Design vga_sram_pattern_gen, sky130hd; sources not shown.
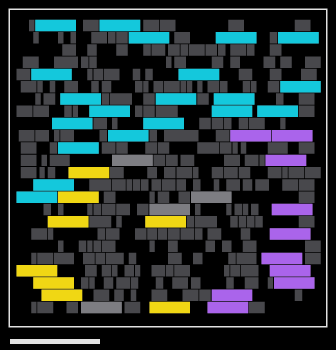
**Above:** run 1 (sequential cells coloured by netlist name).
Scale bar: 20 µm. Other sequential cells in the stronger grey, the rest of the logic in the fainter grey.
colour	name in the netlist	flops
yellow	`row_q`	8
cyan	`sram_addr`	20
purple	`col_q`	10
area used by sequential logic in the layout: 0.00105 mm²
power in sequential cells: 0.00100 W
share of the core filled with cells: 0.647
fraction of area in registers: 0.368

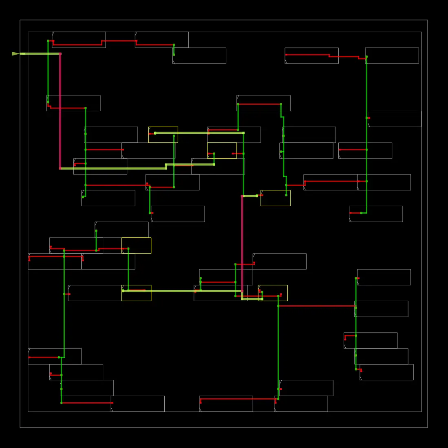
**Above:** run 1 (clock routing).
# clk buffers: 6
# clock sinks: 42

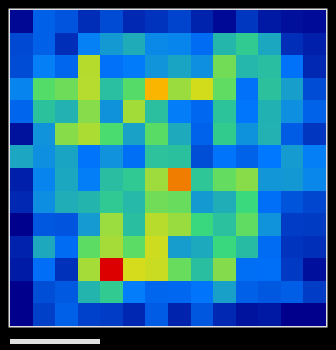
**Above:** run 1 (signal metal coverage by tile).
Scale bar: 20 µm. 14 x 14 tiles, from dark blue (low) to red (high), scaled to the fullest tile. Values are wire area over tile area, all layers added.
tiles over half the peak	18%
fullest tile	0.55
densest ninth of the die	centre
routed vias: 2048
average routed wire per standard cell: 15.9 µm

==> results.json, run 1 <==
{
  "timing.setup.tns_ns": 0,
  "dr.first_iter.drc_count": 166,
  "die_width_um": 70.1,
  "fp.dieArea_mm2": 0.00491,
  "syn_inst": 261,
  "syn-cell-area_mm2": 0.00245,
  "timing.slew.headroom": 0.562,
  "numPortBuffers": 38,
  "n_tap_cell": 52,
  "top_level_ports": 43,
  "mux_share": 0.0168,
  "syn_avg_cell_area_um2": 9.41,
  "synth_cell_type_count": 53,
  "critPathRequiredTime_ns": 1.87,
  "yosys.area_share.simple": 0.223,
  "pwr-share-seq": 0.441,
  "layout_setup_ws_ns": 0.243,
  "antenna_left": 0,
  "finish.cell_count_without_fillers": 337,
  "min-delay-path-class": "in -> async",
  "synth.top_cells.by_area": "sky130_fd_sc_hd__dfrtp_1 (43%), sky130_fd_sc_hd__buf_4 (5.5%), sky130_fd_sc_hd__nand2_1 (4.1%)",
  "nMultiInputCombCells": 187,
  "num-nonclk-buffers": 47,
  "largest_net_degree_at_the_start_of_global_routing": 29,
  "clock_tree.root_cell": "sky130_fd_sc_hd__clkbuf_8",
  "yosys.area_share.aoi": 0.197,
  "combAreaFraction": 0.421,
  "worst-endpoint-arrival_ns": 1.63,
  "cap_violations": 0,
  "cell_type_contributing_the_most_total_cell_area_after_synthesis": "sky130_fd_sc_hd__dfrtp_1",
  "count_of_instantiated_cells_in_the_yosys_netlist": 261,
  "ctsHoldBuffers": 0,
  "synth_chip_area_mm2": 0.00245,
  "internal-power_w": 0.00137,
  "power_switching_share": 0.398,
  "n_fill_cell": 397,
  "worstSetupStartpointType": "flop",
  "unrepaired_setup_endpoints_after_global_routing": "no",
  "avgViaCountPerCell": 6.08,
  "power.group.top": "registers",
  "path_delay_family": "buffers and inverters",
  "route.top_layer_used": "met4",
  "seq_cell_count": 42,
  "cts-buffers-inserted": 5,
  "run_status": "finished clean",
  "grt_overflow_total": 0,
  "finalHoldViolCount": 0,
  "final-nonclk-buf-share": 0.155,
  "groute.usage.overall": 0.231,
  "clock.latency.late_pin_ns": 0.29,
  "synthXorXnorAreaFrac": 0.0321,
  "pre_cts_ws_ns": 0.0915,
  "p_comb_frac": 0.344,
  "grt.met3_usage": 0.0462,
  "design.final.nets": 293,
  "post_cts_resize_count": 0,
  "routed_length_on_met1_um": 2700,
  "final.setup_skew_ns": 0.00573,
  "timing_worst_setup_path_type": "reg -> out",
  "layout_top_cell_excl_fill_tap": "sky130_fd_sc_hd__dfrtp_1",
  "drtPass1Iterations": 4,
  "top_cells_by_count": "sky130_fd_sc_hd__dfrtp_1 (42), sky130_fd_sc_hd__nand2_1 (27), sky130_fd_sc_hd__a21oi_1 (18), sky130_fd_sc_hd__buf_4 (18)",
  "critical_path.max_stage_delay_ns": 0.85,
  "finalPower_w": 0.00227
}
==> inputs of run 2 (changes only) <==
Settings changed: CORE_UTILIZATION 53 to 42, SLEW_MARGIN 40 to 20.
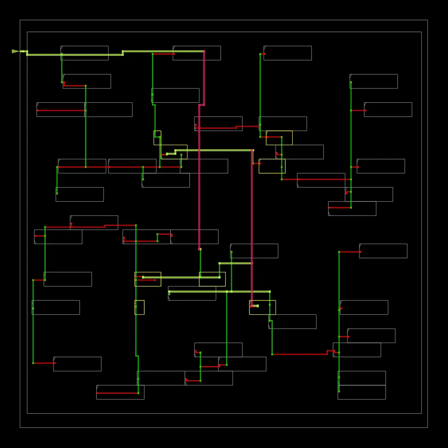
**Above:** run 2 (clock routing).
flip-flop and latch count: 42
final setup skew: 0.00650 ns
# clk buffers: 7
clock group total power: 0.000516 W
clock latency on the worst-skew pair: 0.29 ns

==> run 2 against run 1 <==
- total power grew 1.3%
- worst setup slack lost 0.033 ns
- flip-flop count is the same
- die area grew 25%
- clock skew grew 0.00078 ns
- sequential share of layout area shrank 0.68 points
- wire length grew 2.8%
- non-clock buffer count grew 1
==> results.json, run 2 <==
{
  "timing_worst_setup_path_type": "reg -> out",
  "ff_latch_area_mm2": 0.00105,
  "top_cells_by_count": "sky130_fd_sc_hd__dfrtp_1 (42), sky130_fd_sc_hd__nand2_1 (27), sky130_fd_sc_hd__a21oi_1 (18), sky130_fd_sc_hd__buf_4 (18)",
  "timing.slew.headroom": 0.644,
  "n_fill_cell": 534,
  "finalHoldViolCount": 0,
  "power_switching_share": 0.400,
  "pre_cts_ws_ns": 0.102,
  "n_tap_cell": 72,
  "clock_tree.root_cell": "sky130_fd_sc_hd__clkbuf_8",
  "synth_chip_area_mm2": 0.00245,
  "finish.cell_count_without_fillers": 360,
  "nMultiInputCombCells": 187,
  "via_count": 2056,
  "min-delay-path-class": "in -> async",
  "antenna_left": 0,
  "run_status": "finished clean",
  "finalPower_w": 0.00230,
  "yosys.area_share.aoi": 0.197,
  "path_delay_family": "buffers and inverters",
  "syn-cell-area_mm2": 0.00245,
  "grt_overflow_total": 0,
  "internal-power_w": 0.00138,
  "largest_net_degree_at_the_start_of_global_routing": 43,
  "worstSetupStartpointType": "flop",
  "syn_avg_cell_area_um2": 9.41,
  "fp.dieArea_mm2": 0.00615,
  "layout_top_cell_excl_fill_tap": "sky130_fd_sc_hd__dfrtp_1",
  "timing.setup.tns_ns": 0,
  "synth_cell_type_count": 53,
  "route.top_layer_used": "met4",
  "avgViaCountPerCell": 5.71,
  "post_cts_resize_count": 0,
  "yosys.area_share.simple": 0.223,
  "pwr-share-seq": 0.435,
  "final-nonclk-buf-share": 0.159,
  "grt.met3_usage": 0.0395,
  "top_level_ports": 43,
  "power.group.top": "registers",
  "mux_share": 0.0168,
  "synth.top_cells.by_area": "sky130_fd_sc_hd__dfrtp_1 (43%), sky130_fd_sc_hd__buf_4 (5.5%), sky130_fd_sc_hd__nand2_1 (4.1%)",
  "ctsHoldBuffers": 0,
  "syn_inst": 261,
  "design.final.nets": 294,
  "cap_violations": 0
}
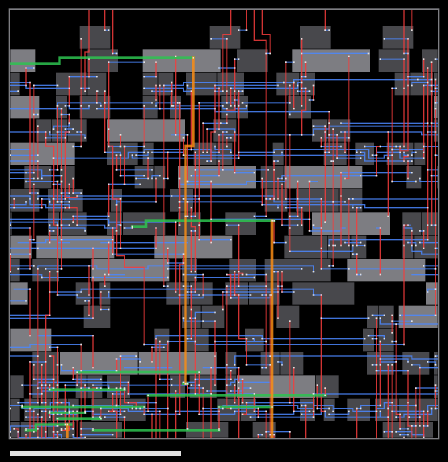
**Above:** run 2 (close-up of the layout).
Scale bar: 20 µm. Window x 14 to 64, y 28 to 78 µm. Cells in grey, sequential cells in the stronger grey; small squares are vias.
colour	layer
orange	M4
red	M2
green	M3
blue	M1
sequential cells in the window	16
cells with their middle in the window	141
most frequent	dfrtp_1 (16), nand2_1 (13), a21oi_1 (12)

==> inputs of run 3 (changes only) <==
Settings changed: PLACE_DENSITY_LB_ADDON 0.05 to 0.2, SETUP_SLACK_MARGIN from default to 0.1.
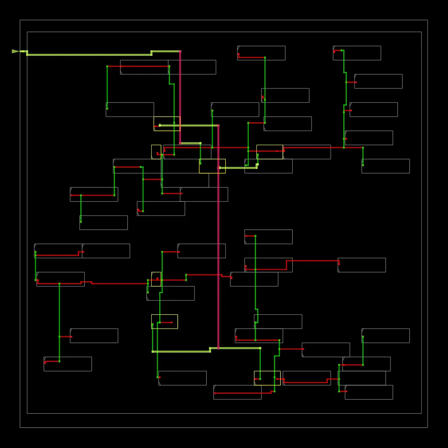
**Above:** run 3 (clock routing).
final setup skew: 0.00784 ns
clock group total power: 0.000488 W
clock latency on the worst-skew pair: 0.30 ns
number of CTS-inserted buffers: 5
# clk buffers: 5

==> run 3 against run 2 <==
- critical endpoint is now sram_addr[2]
- wire length is 1.4% lower
- clock skew grew 0.0013 ns
- flip-flop count stayed put
- highest routed layer unchanged
- combinational power grew 0.5%
- the flow now finishes with violations (hold timing)
- sequential power is essentially flat
==> results.json, run 3 <==
{
  "run_status": "finished, violations left",
  "violations_in_the_final_reports": "hold timing",
  "num-nonclk-buffers": 47,
  "groute.usage.overall": 0.195,
  "largest_class": "logic gates",
  "worstSetupStartpointType": "flop",
  "setup_viol_count_final": 0,
  "syn-cell-area_mm2": 0.00245,
  "top_cells_by_count": "sky130_fd_sc_hd__dfrtp_1 (42), sky130_fd_sc_hd__nand2_1 (27), sky130_fd_sc_hd__a21oi_1 (18), sky130_fd_sc_hd__buf_4 (18)",
  "clock_sinks": 42,
  "place.detailed.instances": 351,
  "yosys.area_share.simple": 0.223,
  "clock_tree.root_cell": "sky130_fd_sc_hd__clkbuf_8",
  "finish.cell_count_without_fillers": 358,
  "yosys.area_share.aoi": 0.197,
  "ff_latch_area_mm2": 0.00105,
  "critical_path_cell_count": 1,
  "mux_share": 0.0168,
  "fp_util": 0.440,
  "syn_inst": 261,
  "layout_setup_ws_ns": 0.213,
  "slew_violations": 0,
  "clock_path_buffers": 2,
  "grt_overflow_total": 0,
  "grt.met3_usage": 0.0465,
  "internal-power_w": 0.00134,
  "critPathRequiredTime_ns": 1.87,
  "r2r.worst_path.cells": 4,
  "largest_net_degree_at_the_start_of_global_routing": 23,
  "ys.flops": 42,
  "drtPass1Iterations": 4,
  "detail_route.drc_violations": 0,
  "antenna_left": 0,
  "avgViaCountPerCell": 5.85,
  "n_fill_cell": 528,
  "synth.top_cells.by_area": "sky130_fd_sc_hd__dfrtp_1 (43%), sky130_fd_sc_hd__buf_4 (5.5%), sky130_fd_sc_hd__nand2_1 (4.1%)",
  "hold-worst-slack_ns": -0.00894,
  "power_switching_share": 0.411,
  "post_cts_resize_count": 0,
  "worst-endpoint-arrival_ns": 1.66,
  "unrepaired_setup_endpoints_after_global_routing": "no",
  "synthXorXnorAreaFrac": 0.0321,
  "cap_violations": 0,
  "nMultiInputCombCells": 187,
  "synth_chip_area_mm2": 0.00245,
  "critical_path.max_stage_delay_ns": 0.86,
  "fp.dieArea_mm2": 0.00615,
  "combAreaFraction": 0.416,
  "via_count": 2093,
  "layout_top_cell_excl_fill_tap": "sky130_fd_sc_hd__dfrtp_1",
  "detail_route.wl_per_cell_um": 15.2,
  "finalPower_w": 0.00228,
  "pwr-share-seq": 0.440,
  "comb-power_w": 0.000786,
  "top_level_ports": 43,
  "syn_avg_cell_area_um2": 9.41,
  "finalHoldViolCount": 14,
  "p_comb_frac": 0.345,
  "design.final.nets": 293,
  "std_cell_rows": 27,
  "route.top_layer_used": "met4",
  "post-dp-hpwl_um": 3860,
  "synth_cell_type_count": 53,
  "min-delay-path-class": "in -> async",
  "n_tap_cell": 72,
  "timing.setup.tns_ns": 0,
  "routed_length_on_met1_um": 2550,
  "die_width_um": 78.5,
  "p_leak_nw": 1.16,
  "pre_cts_ws_ns": 0.0213,
  "numPortBuffers": 38,
  "count_of_instantiated_cells_in_the_yosys_netlist": 261,
  "seq_cell_count": 42,
  "ctsHoldBuffers": 0,
  "final-nonclk-buf-share": 0.158,
  "dr.first_iter.drc_count": 150,
  "cp_slowest_cell": "sky130_fd_sc_hd__clkdlybuf4s50_1",
  "timing.slew.headroom": 0.499,
  "clock_cell_area_share": 0.0273
}
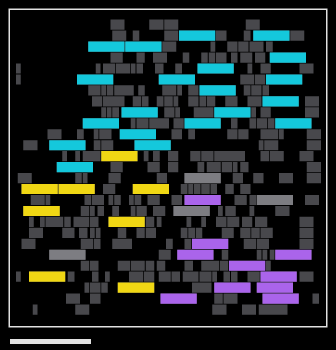
**Above:** run 3 (sequential cells coloured by netlist name).
Scale bar: 20 µm. Other sequential cells in the stronger grey, the rest of the logic in the fainter grey.
colour	name in the netlist	flops
cyan	`sram_addr`	20
yellow	`row_q`	8
purple	`col_q`	10
share of the core filled with cells: 0.519
fraction of area in registers: 0.364

Power and IR drop assume default switching activity.
